## src/rtl/clock_monitor.sv

```systemverilog
// -----------------------------------------------------------------------------
// clock_monitor
//
// Observes a slow, asynchronous clock (typically a divider output) by sampling
// it as data in the fast clk_in domain. Produces single-cycle edge strobes,
// measures the high/low segment lengths and the period in clk_in cycles,
// declares lock once the period has repeated LOCK_COUNT times, and raises a
// timeout when the monitored clock stops toggling long enough to saturate the
// segment counter.
//
// Parameters
//   CNT_W       width of the segment counter and of high_len/low_len
//   LOCK_COUNT  consecutive equal-period comparisons needed for lock (1..15)
//
// Ports
//   clk_in        fast sampling clock
//   rst           asynchronous reset, active low
//   sig_in        monitored slow clock (asynchronous to clk_in)
//   rise          one-cycle strobe on each synchronized rising edge
//   fall          one-cycle strobe on each synchronized falling edge
//   high_len      length of the last complete high segment
//   low_len       length of the last complete low segment
//   period        low_len + preceding high_len, updated on rise
//   period_valid  one-cycle pulse when period updates
//   locked        period stable for LOCK_COUNT comparisons
//   timeout       segment counter saturated; held until the next edge
// -----------------------------------------------------------------------------
module clock_monitor #(
  parameter int CNT_W      = 8,
  parameter int LOCK_COUNT = 3
) (
  input  logic             clk_in,
  input  logic             rst,
  input  logic             sig_in,
  output logic             rise,
  output logic             fall,
  output logic [CNT_W-1:0] high_len,
  output logic [CNT_W-1:0] low_len,
  output logic [CNT_W:0]   period,
  output logic             period_valid,
  output logic             locked,
  output logic             timeout
);

  localparam logic [CNT_W-1:0] CNT_MAX  = '1;
  localparam logic [CNT_W-1:0] CNT_ONE  = CNT_W'(1);
  localparam logic [3:0]       LOCK_TGT = 4'(LOCK_COUNT);

  typedef enum logic [1:0] {
    S_WAIT_EDGE = 2'd0,
    S_MEASURE   = 2'd1,
    S_LOCKED    = 2'd2
  } state_t;

  // Saturating increment of the segment counter; holding at CNT_MAX is what
  // lets a stopped clock be detected.
  function automatic logic [CNT_W-1:0] sat_inc_cnt(input logic [CNT_W-1:0] v);
    return (v == CNT_MAX) ? v : v + CNT_ONE;
  endfunction

  // Saturating increment of the 4-bit match counter.
  function automatic logic [3:0] sat_inc_match(input logic [3:0] v);
    return (v == 4'hF) ? v : v + 4'd1;
  endfunction

  state_t state, state_nxt;

  logic s1, s2, s3;
  logic strobe;
  logic [CNT_W-1:0] seg_cnt;

  logic             have_high, have_high_nxt;
  logic             have_low,  have_low_nxt;
  logic             prev_valid, prev_valid_nxt;
  logic [CNT_W:0]   prev_period, prev_period_nxt;
  logic [3:0]       match_cnt, match_nxt;
  logic [3:0]       match_inc;

  logic [CNT_W-1:0] high_len_nxt, low_len_nxt;
  logic [CNT_W:0]   period_nxt, new_period;
  logic             pv_nxt, locked_nxt, timeout_nxt;

  logic             vld_p1, vld_p1_nxt;
  logic             eq_p1,  eq_p1_nxt;

  logic             measuring;
  logic             to_hit;

  // ---- stage 0: synchronizer and edge strobes ------------------------------
  // s1/s2 form the two-flop synchronizer; s3 is the delayed copy used purely
  // for edge detection, so rise/fall are decoded from flops only.
  always_ff @(posedge clk_in or negedge rst) begin
    if (!rst) begin
      s1 <= 1'b0;
      s2 <= 1'b0;
      s3 <= 1'b0;
    end else begin
      s1 <= sig_in;
      s2 <= s1;
      s3 <= s2;
    end
  end

  assign rise   = s2 & ~s3;
  assign fall   = ~s2 & s3;
  assign strobe = rise | fall;

  // Loading 1 on a strobe makes seg_cnt, at the next strobe, equal to the
  // number of cycles s2 spent at the level that just ended.
  always_ff @(posedge clk_in or negedge rst) begin
    if (!rst) begin
      seg_cnt <= '0;
    end else if (strobe) begin
      seg_cnt <= CNT_ONE;
    end else begin
      seg_cnt <= sat_inc_cnt(seg_cnt);
    end
  end

  assign measuring  = (state != S_WAIT_EDGE);
  // A strobe in the saturation cycle is a genuine edge, so it wins.
  assign to_hit     = measuring && (seg_cnt == CNT_MAX) && !strobe;
  assign new_period = {1'b0, seg_cnt} + {1'b0, high_len};
  assign match_inc  = sat_inc_match(match_cnt);

  // ---- stage 1: period comparison result (vld_p1/eq_p1) drives the FSM ----
  always_ff @(posedge clk_in or negedge rst) begin
    if (!rst) begin
      state <= S_WAIT_EDGE;
    end else begin
      state <= state_nxt;
    end
  end

  always_comb begin
    state_nxt = state;
    case (state)
      S_WAIT_EDGE: begin
        if (strobe) state_nxt = S_MEASURE;
      end
      S_MEASURE: begin
        if (to_hit) begin
          state_nxt = S_WAIT_EDGE;
        end else if (vld_p1 && eq_p1 && (match_inc >= LOCK_TGT)) begin
          state_nxt = S_LOCKED;
        end
      end
      S_LOCKED: begin
        if (to_hit) begin
          state_nxt = S_WAIT_EDGE;
        end else if (vld_p1 && !eq_p1) begin
          state_nxt = S_MEASURE;
        end
      end
      default: state_nxt = S_WAIT_EDGE;
    endcase
  end

  always_comb begin
    high_len_nxt    = high_len;
    low_len_nxt     = low_len;
    period_nxt      = period;
    pv_nxt          = 1'b0;
    have_high_nxt   = have_high;
    have_low_nxt    = have_low;
    prev_valid_nxt  = prev_valid;
    prev_period_nxt = prev_period;
    match_nxt       = match_cnt;
    vld_p1_nxt      = 1'b0;
    eq_p1_nxt       = 1'b0;
    // locked is simply the registered view of the LOCKED state.
    locked_nxt      = (state_nxt == S_LOCKED);

    if (to_hit) begin
      timeout_nxt = 1'b1;
    end else if (strobe) begin
      timeout_nxt = 1'b0;
    end else begin
      timeout_nxt = timeout;
    end

    if (!measuring) begin
      // The segment in progress when we arrive here is partial: the strobe
      // only starts measurement, nothing is captured.
      if (strobe) begin
        have_high_nxt  = 1'b0;
        have_low_nxt   = 1'b0;
        prev_valid_nxt = 1'b0;
        match_nxt      = 4'd0;
      end
    end else if (to_hit) begin
      // No edge closed this segment, so there is nothing to capture.
      match_nxt = 4'd0;
    end else begin
      if (fall) begin
        high_len_nxt  = seg_cnt;
        have_high_nxt = 1'b1;
      end
      if (rise) begin
        low_len_nxt  = seg_cnt;
        have_low_nxt = 1'b1;
        if (have_high) begin
          period_nxt      = new_period;
          pv_nxt          = 1'b1;
          prev_period_nxt = new_period;
          prev_valid_nxt  = 1'b1;
          vld_p1_nxt      = prev_valid;
          eq_p1_nxt       = (new_period == prev_period);
        end
      end
      if (vld_p1) begin
        match_nxt = eq_p1 ? match_inc : 4'd0;
      end
    end
  end

  // ---- stage 1 / output registers ------------------------------------------
  always_ff @(posedge clk_in or negedge rst) begin
    if (!rst) begin
      high_len     <= '0;
      low_len      <= '0;
      period       <= '0;
      period_valid <= 1'b0;
      locked       <= 1'b0;
      timeout      <= 1'b0;
      have_high    <= 1'b0;
      have_low     <= 1'b0;
      prev_valid   <= 1'b0;
      prev_period  <= '0;
      match_cnt    <= 4'd0;
      vld_p1       <= 1'b0;
      eq_p1        <= 1'b0;
    end else begin
      high_len     <= high_len_nxt;
      low_len      <= low_len_nxt;
      period       <= period_nxt;
      period_valid <= pv_nxt;
      locked       <= locked_nxt;
      timeout      <= timeout_nxt;
      have_high    <= have_high_nxt;
      have_low     <= have_low_nxt;
      prev_valid   <= prev_valid_nxt;
      prev_period  <= prev_period_nxt;
      match_cnt    <= match_nxt;
      vld_p1       <= vld_p1_nxt;
      eq_p1        <= eq_p1_nxt;
    end
  end

endmodule
```

## config.mk

```make
export PLATFORM = sky130hd
export DESIGN_NAME = clock_monitor
export DESIGN_NICKNAME = d
export VERILOG_FILES = /design/src/rtl/clock_monitor.sv
export SDC_FILE = /design/constraint.sdc
export NUM_CORES = 1
export LEC_CHECK = 0
export CAP_MARGIN = 20
export CORE_MARGIN = 2
export CORE_UTILIZATION = 50
export CTS_BUF_LIST = sky130_fd_sc_hd__clkbuf_2 sky130_fd_sc_hd__clkbuf_4 sky130_fd_sc_hd__clkbuf_8
export CTS_CLUSTER_DIAMETER = 40
export DETAILED_ROUTE_END_ITERATION = 6
export GPL_TIMING_DRIVEN = 1
export PLACE_DENSITY = 0.79
export SYNTH_ARGS = -nofsm -noshare
export SYNTH_HDL_FRONTEND = slang
export SYNTH_SLANG_ARGS = --single-unit
```

## constraint.sdc

```tcl
create_clock -name clk_in -period 4.5 [get_ports clk_in]
set_input_delay 0.675 -clock clk_in [delete_from_list [all_inputs] [get_ports clk_in]]
set_output_delay 0.675 -clock clk_in [all_outputs]
set_load 0.005 [all_outputs]
```

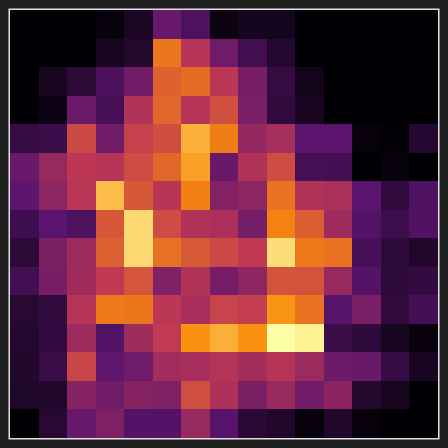
wire_density.png
The die is cut into 15 by 15 equal tiles; black is low, pale yellow is high, scaled to the fullest tile. Values are wire area over tile area, all layers added.
The emptiest ninth of the die: north-east. 22% of the tiles are over half the peak. The mean over all tiles is 0.14.
via count: 1887
drt total wl: 4.97 mm
All-Layer GR Usage: 0.198

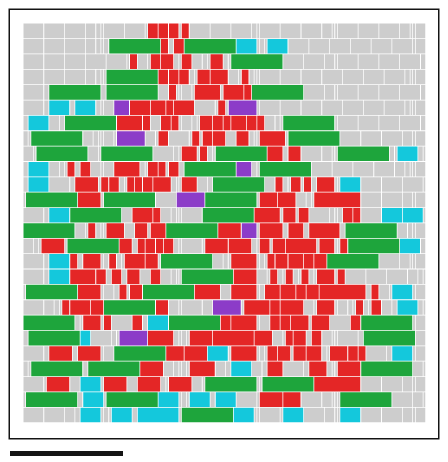
cell_classes.png
The bar under the picture is 20 µm long. Fill, decap, tap and diode cells in grey.
other buffers and delay cells: shown in cyan, cells 33, share of their area 11%. clock drivers and dummy loads: shown in purple, cells 8, share of their area 3.1%. all other logic: shown in red, cells 180, share of their area 45%. flip-flops: shown in green, cells 49, share of their area 41%.
Site Rows: 26
Core Area: 5040 µm²
fin util: 0.608
Finished Cell Area: 3070 µm²
Seq area share: 0.400

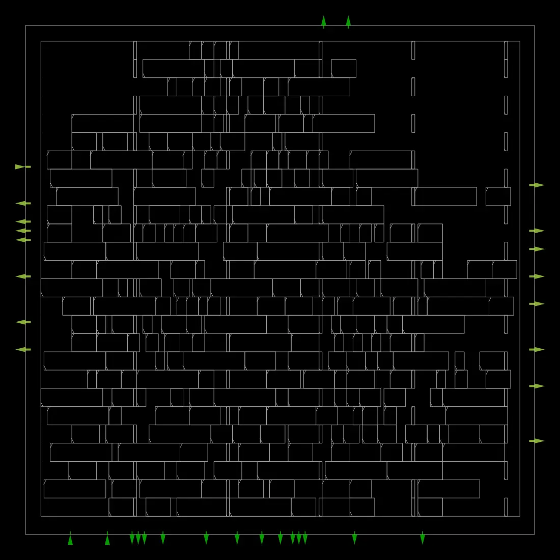
final_placement.png
fin cells: 340
fill cell total of the finished layout: 423

==> qor.csv <==
stage,metric,value,unit
clock_tree,Root Buffer,clkbuf_8,
run_status,status,finished clean,
cells_and_area,share of cells above drive strength 1,0.148,
critical_path,"most used cell, CP",a2111oi_2,
placed_design,RD Place Congestion,0.830,
global_routing,remaining global-route overflow,0,
floorplan,fp_density,0.511,
timing,Final period util,0.599,
clock_tree,CTS buffer count,5,
critical_path,type of origin of the critical path,register,
clock_tree,CTS sink count,49,
placed_design,DP Cell Count,331,
synthesis,number of synthesized register bits,49,
cells_and_area,max reg flops,9,
synthesis,Cell area leaders,"dfrtp_1 48%, mux2_2 8.7%, ha_1 5.8%",
global_routing,initial antenna violation count,0,
critical_path,critical path's slowest cell,dfrtp_1,
cells_and_area,Layout area overhead,19.1,%
flow_run,Log Warnings,27,
synthesis,AO/OA Area Share,0.150,
[through the flow]
| step | total power, mW | area [µm²] | util |
|---|---|---|---|
| after global routing | 1.17 | 3070 | 0.608 |
| after global placement | 0.840 | 2960 | 0.586 |
| after detailed placement | 0.848 | 2960 | 0.586 |
| after floorplan | 0.723 | 2580 | - |
| final | 1.10 | 3070 | 0.608 |
| after CTS | 1.11 | 3050 | 0.604 |
[final timing paths]
| check | start | cells after the start | endpoint |
|---|---|---|---|
| max reg2reg | seg_cnt[0]$_DFFE_PN0P_ | 7 | eq_p1$_DFF_PN0_ |
| min in group clk_in | s1$_DFF_PN0_ | 0 | s2$_DFF_PN0_ |
| max | seg_cnt[0]$_DFFE_PN0P_ | 7 | eq_p1$_DFF_PN0_ |
| max in group asynchronous | rst | 2 | match_cnt[2]$_DFFE_PN0P_ |
| min reg2reg | s1$_DFF_PN0_ | 0 | s2$_DFF_PN0_ |
| min | rst | 1 | low_len[1]$_DFFE_PN0P_ |
[per-layer routing]
layer / wire length, µm / global-route usage / vias up / share of wire
li1: - / - / 924 / -
met1: 2380 / 0.265 / 919 / 0.48
met2: 2320 / 0.313 / 38 / 0.47
met3: 197 / 0.0503 / 6 / 0.040
met4: 71 / 0.0702 / 0 / 0.014
met5: 0 / 0 / - / 0
[area by class of cell]
cell class,count,area share
Multi-Input combinational cell,172,0.423
Sequential cell,49,0.400
Timing Repair Buffer,33,0.109
Tap cell,70,0.0285
Clock buffer,7,0.0273
Inverter,8,0.00979
Clock inverter,1,0.00245
[power by group]
group | total (mW) | leakage, nW | switching, mW | internal [mW]
logic | 0.304 | 0.654 | 0.127 | 0.177
clock network | 0.263 | 0.0453 | 0.141 | 0.122
registers | 0.536 | 0.639 | 0.0504 | 0.486
total | 1.10 | 1.34 | 0.318 | 0.785
No activity file was given, so power comes from the tool's default toggle rates.
